Design xif_coproc_responder, sky130hd; sources not shown.
sizes.png
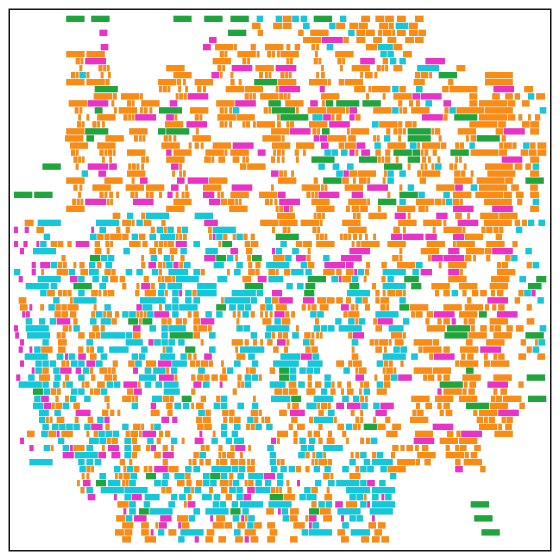
legend:
  _0 and _1 cells:
    color: orange
    cells: 1,278
    share: 62%
  _3 and _4 cells:
    color: cyan
    cells: 489
    share: 24%
  _2 cells:
    color: magenta
    cells: 223
    share: 11%
  _6 and larger:
    color: green
    cells: 87
    share: 4.2%
final worst slack: -0.06874 ns
Syn-to-layout area delta: 54.55%

logic_types.png
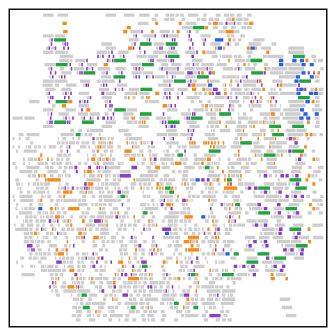
legend:
  mux cells:
    color: green
    cells: 61
    where: widely spread
  nor cells:
    color: orange
    cells: 243
    where: widely spread
  nand cells:
    color: purple
    cells: 304
    where: widely spread
  xor and xnor cells:
    color: blue
    cells: 29
non-filler cells, final: 2,616
most frequent logic cell in the layout: buf_4
Comb area share: 49.29%

==> run summary <==
Synthesized Nets: 1,800
WL final: 50.24 mm
Area after DPL: 17,600 um2
Setup Viol. Count Final: 8
Dominant kind of cell by area: logic gates
Final setup TNS: -0.2409 ns
MI comb cells: 1,231
Synth Area per Inst: 7.929 um2
Post-CTS Setup Bufs: 24
Delay-heaviest family, CP: AND-OR/OR-AND gates
Failing checks: setup timing
Crit path capture type: register
Logic family by area: AND-OR/OR-AND gates
Gp weighted congestion: 0.9163
Flop count: 179
Ys Warns: 0
Late-Pin Clk Latency: 0.45 ns
Worst VDD drop: 0.2851 mV
Dpl ws: -1.332 ns
CP Launch Type: input port
Number of cells in Yosys stat: 1,618
Dominant Register Cell: dfxtp_1
M1 wire length: 23.28 mm
Final worst slack: -0.06874 ns
Outcome: finished, violations left
R2R cell count: 10
Logic gate share of total power: 34.3%
Count of tool warnings: 70
Vias per cell: 5.356
Leading power group: registers
Registers, synthesis: 179
Total clock buffers created by CTS: 17
Sequential power: 2.41 mW
Post-CTS sizing: 282
FMAX: 325.9 MHz
Wire length per cell: 19.20 um
Top Layout Cells: 390 x buf_4, 200 x nand2_1, 161 x dfxtp_1, 144 x a21oi_1, 113 x nor2_1
Max-area cell share: 25.43%
GR peak layer: met2
Synthesized instance count: 1,618
Die height: 208.8 um
CP peak stage delay: 0.32 ns
Die extent in x: 208.8 um
Vias in the first global route: 13.94k
Simple-Gate Area Share: 21.75%
CTS tree: done
Top routing layer used: met4
Most common cell on crit path: buf_4
No activity file was given, so power comes from the tool's default toggle rates.
